**config.mk**
```make
export PLATFORM = sky130hd
export DESIGN_NAME = img_pad
export DESIGN_NICKNAME = d
export VERILOG_FILES = /design/src/rtl/img_pad.sv
export SDC_FILE = /design/constraint.sdc
export NUM_CORES = 1
export LEC_CHECK = 0
export CAP_MARGIN = 20
export CORE_MARGIN = 8
export CORE_UTILIZATION = 62
export DETAILED_ROUTE_END_ITERATION = 16
export HOLD_SLACK_MARGIN = 0.03
export PLACE_DENSITY = 0.84
export REMOVE_ABC_BUFFERS = 1
export SETUP_SLACK_MARGIN = 0.05
export SLEW_MARGIN = 5
export SYNTH_ARGS = -nofsm -noshare
export SYNTH_HDL_FRONTEND = slang
export SYNTH_SLANG_ARGS = --single-unit
```
**constraint.sdc**
```tcl
create_clock -name clk -period 5.3 [get_ports clk]
set_input_delay 0.53 -clock clk [delete_from_list [all_inputs] [get_ports clk]]
set_output_delay 0.53 -clock clk [all_outputs]
set_load 0.005 [all_outputs]
```
**src/rtl/img_pad.sv**
```systemverilog
// img_pad: AXI4-Stream frame padder that surrounds each incoming image with a
// constant-value border, stalling the input while border beats are generated.
module img_pad #(
    parameter int TUSER_WIDTH = 5,
    parameter int TDEST_WIDTH = 2,
    parameter int TDATA_WIDTH = 8
) (
    input  logic                   clk,
    input  logic                   rst_n,
    input  logic [11:0]            in_width,
    input  logic [11:0]            in_height,
    input  logic [11:0]            pad_left,
    input  logic [11:0]            pad_right,
    input  logic [11:0]            pad_top,
    input  logic [11:0]            pad_bottom,
    input  logic [TDATA_WIDTH-1:0] pad_value,
    input  logic [TUSER_WIDTH-1:0] s_axis_tuser,
    input  logic [TDEST_WIDTH-1:0] s_axis_tdest,
    input  logic                   s_axis_tvalid,
    output logic                   s_axis_tready,
    input  logic                   s_axis_tlast,
    input  logic [TDATA_WIDTH-1:0] s_axis_tdata,
    output logic [TUSER_WIDTH-1:0] m_axis_tuser,
    output logic [TDEST_WIDTH-1:0] m_axis_tdest,
    output logic                   m_axis_tvalid,
    input  logic                   m_axis_tready,
    output logic                   m_axis_tlast,
    output logic [TDATA_WIDTH-1:0] m_axis_tdata,
    output logic                   err
);
    typedef enum logic [2:0] {IDLE, PAD_ROW, PAD_L, PASS, PAD_R} state_t;

    state_t state, state_nxt, eol_next, line_first;
    logic [11:0] w, pl, pr;
    logic [12:0] pt, img_end, ow, oh;
    logic [TDATA_WIDTH-1:0] pv;
    logic [TUSER_WIDTH-1:1] user_hi;
    logic [TDEST_WIDTH-1:0] dest;
    logic [12:0] x_out, y_out, next_y;
    logic [11:0] x_in;
    logic load, sof_in, cfg_ok, fire, eol, last_line, last_px, first_px, img_next, pass_acc;

    assign load       = !m_axis_tvalid || m_axis_tready;
    assign sof_in     = s_axis_tvalid && s_axis_tuser[0];
    assign cfg_ok     = in_width != '0 && in_height != '0;
    assign eol        = x_out == ow - 13'd1;
    assign last_line  = y_out == oh - 13'd1;
    assign last_px    = x_in == w - 12'd1;
    assign first_px   = x_in == '0 && y_out == pt;
    assign next_y     = y_out + 13'd1;
    assign img_next   = next_y >= pt && next_y < img_end;
    assign line_first = pl != '0 ? PAD_L : PASS;
    assign eol_next   = last_line ? IDLE : img_next ? line_first : PAD_ROW;
    assign pass_acc   = state == PASS && s_axis_tvalid && s_axis_tready;

    always_ff @(posedge clk) begin
        if (!rst_n) state <= IDLE;
        else        state <= state_nxt;
    end

    always_comb begin
        state_nxt = state;
        case (state)
            IDLE:    if (sof_in && cfg_ok) state_nxt = pad_top != '0 ? PAD_ROW : pad_left != '0 ? PAD_L : PASS;
            PAD_ROW: if (fire && eol) state_nxt = eol_next;
            PAD_L:   if (fire && x_out == {1'b0, pl} - 13'd1) state_nxt = PASS;
            PASS:    if (fire && last_px) state_nxt = pr != '0 ? PAD_R : eol_next;
            PAD_R:   if (fire && eol) state_nxt = eol_next;
            default: state_nxt = IDLE;
        endcase
    end

    // The SOF beat is left waiting in IDLE so PASS can forward it as the first image pixel.
    always_comb begin
        s_axis_tready = rst_n && (state == PASS ? load : state == IDLE && !sof_in && cfg_ok);
        fire          = load && (state == PASS ? s_axis_tvalid : state != IDLE);
    end

    always_ff @(posedge clk) begin
        if (!rst_n) begin
            w <= '0; pl <= '0; pr <= '0; pt <= '0; img_end <= '0; ow <= '0; oh <= '0;
            pv <= '0; user_hi <= '0; dest <= '0;
            x_out <= '0; y_out <= '0; x_in <= '0;
            m_axis_tvalid <= 1'b0; m_axis_tlast <= 1'b0; m_axis_tuser <= '0;
            m_axis_tdest <= '0; m_axis_tdata <= '0; err <= 1'b0;
        end else begin
            if (state == IDLE && sof_in && cfg_ok) begin
                w       <= in_width;
                pl      <= pad_left;
                pr      <= pad_right;
                pt      <= {1'b0, pad_top};
                img_end <= {1'b0, pad_top} + {1'b0, in_height};
                ow      <= {1'b0, in_width} + {1'b0, pad_left} + {1'b0, pad_right};
                oh      <= {1'b0, in_height} + {1'b0, pad_top} + {1'b0, pad_bottom};
                pv      <= pad_value;
                user_hi <= s_axis_tuser[TUSER_WIDTH-1:1];
                dest    <= s_axis_tdest;
            end
            if (fire) begin
                m_axis_tvalid <= 1'b1;
                m_axis_tdata  <= state == PASS ? s_axis_tdata : pv;
                m_axis_tuser  <= {user_hi, x_out == '0 && y_out == '0};
                m_axis_tdest  <= dest;
                m_axis_tlast  <= eol;
                x_out         <= eol ? '0 : x_out + 13'd1;
                y_out         <= eol ? (last_line ? '0 : next_y) : y_out;
                if (state == PASS) x_in <= last_px ? '0 : x_in + 12'd1;
            end else if (load) begin
                m_axis_tvalid <= 1'b0;
            end
            err <= pass_acc && (s_axis_tlast != last_px || (s_axis_tuser[0] && !first_px));
        end
    end
endmodule

```
Run 1, zoomed window:
Scale bar: 10 um. Region (59, 59) to (89, 89) um. Cells in gray, sequential cells in the stronger gray; small squares are vias.
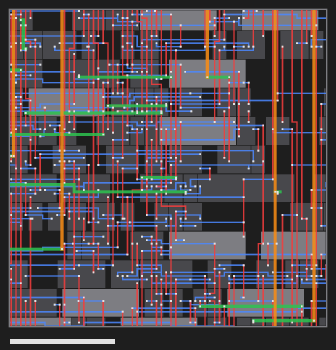
| layer | color |
|---|---|
| metal 3 | green |
| metal 4 | orange |
| metal 1 | blue |
| metal 2 | red |
cells with their middle in the window: 80
sequential cells in the window: 9
most frequent: nand2_1 (13), dfxtp_1 (9), a21oi_1 (8)
netlist names of flops here include: y_out (5)

Run 1, the metal 4 layer:
Supply wires on this layer in gray.
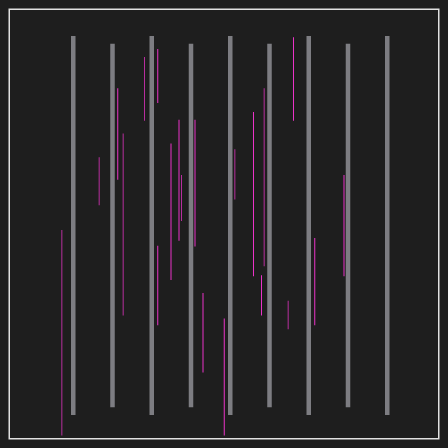
longest straight run: 70.7 um
main direction: vertical
wire length on this layer: 714 um
nets with wire on the layer: 19
share of all routed wire: 2.4%

Run 1, the clock network:
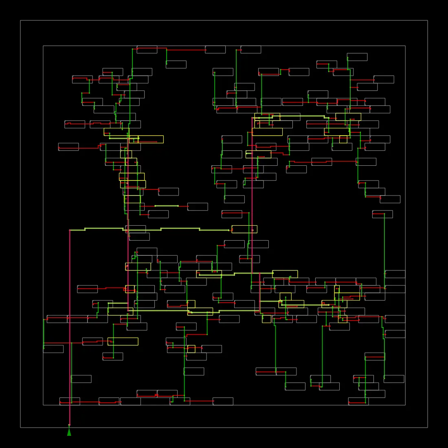
Worst Skew: 9.83 ps
flop count: 160

==> results.toml, run 1 <==
# flow metrics
[final_timing]
fin_ws_ps = 1510
relSlewSlack = 0.270
slew_violations = 0
finalSetupTns_ps = 0
post-route-min-period_ps = 3790

[cts]
clk_pin_slew_ps = 70
htree_levels = 4
cts_buffers = 17

[power]
vdd_drop_max_uv = 227
power_leader = "combinational cells"

[setup_path]
endpoint = "oh[10]"
slowest_delay_ps = 550

[layout]
layout_top_cells = "260 x nand2_1, 160 x dfxtp_1, 139 x a21oi_1"
n_clock_buffer = 17
fill_cells = 1341

[grt]
met1_usage = 0.329
grt_max_degree = 83

[run]
maxCapViolations = 0

[drt]
top_layer = "met4"
viasPerCell = 6.06

[synthesis]
synth-cells-yosys = 1411
top_area_cell = "dfxtp_1"
ys_sh_simple = 0.261
top_cells_by_area = "dfxtp_1 30%, nand2_1 9.0%, ha_1 8.0%"
top_cell_area_share = 0.297

[outcome]
status = "finished clean"
Run 1, routed metal, one color a layer:
Only two layers are drawn.
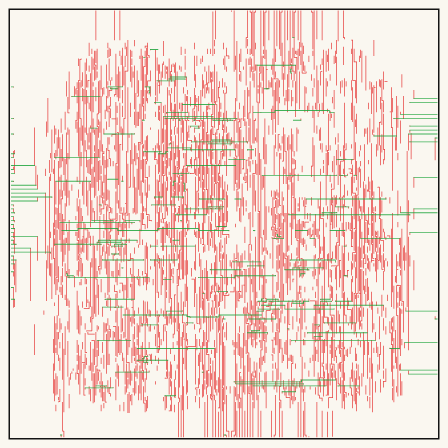

## Run 2: what changed since run 1
CORE_UTILIZATION = 58   (was 62)
PLACE_DENSITY = 0.79   (was 0.84)
clock period = 3.5 ns   (was 5.3 ns; I/O delays follow)
Run 2, routed metal, one color a layer:
Only two layers are drawn.
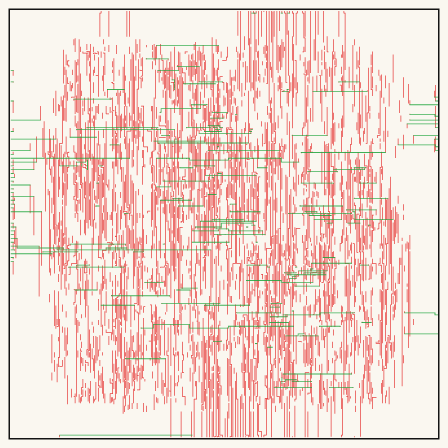
| layer | color | wire length |
|---|---|---|
| metal 2 | red | 14,700 um |
| metal 3 | green | 1,670 um |

==> run 2 against run 1 <==
  * Power grew 54%
  * Global-route usage fell by 0.67 points
  * Synthesized area unchanged
  * Count of clock-buffer cells in the layout unchanged
  * Die size is 6.1% higher
  * First-iteration DRC count up 23%
==> results.toml, run 2 <==
# flow metrics
[outcome]
status = "finished clean"

[final_timing]
finalSetupTns_ps = 0
finClkSkew_ps = 7.72
slew_violations = 0
fin_ws_ps = 164
period_used_share = 0.953
post-route-min-period_ps = 3340

[layout]
layout_top_cells = "260 x nand2_1, 160 x dfxtp_1, 137 x a21oi_1"
flops = 160

[synthesis]
ys_sh_simple = 0.261
top_cell_area_share = 0.297
synth-cells-yosys = 1411
ys_sh_aoi = 0.169
top_area_cell = "dfxtp_1"
top_cells_by_area = "dfxtp_1 30%, nand2_1 9.0%, ha_1 8.0%"

[grt]
grt_max_degree = 63
grtUsageMet2 = 0.438

[cts]
clk_pin_slew_ps = 70
htree_levels = 4

[run]
maxCapViolations = 0

[power]
power_leader = "combinational cells"
total_power_mw = 6.81
powerDensity_mw_per_mm2 = 520

[drt]
top_layer = "met4"
viasPerCell = 5.87

[setup_path]
endpoint = "oh[10]"
slowest_delay_ps = 430

[worst_hold_path]
hold_start = "user_hi[3]"
Run 2, the clock network:
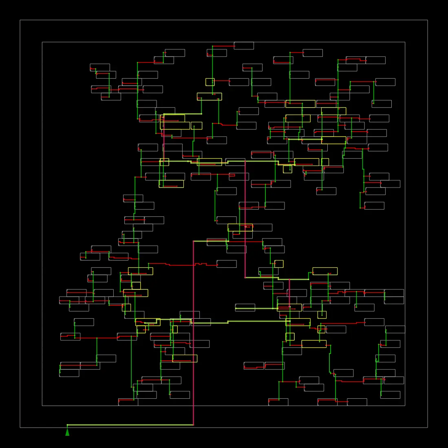
CTS Buf Count: 17
P_clk: 1.91 mW
Latency at later pin: 430 ps
CLK BUF: 17

No activity file was given, so power comes from the tool's default toggle rates.
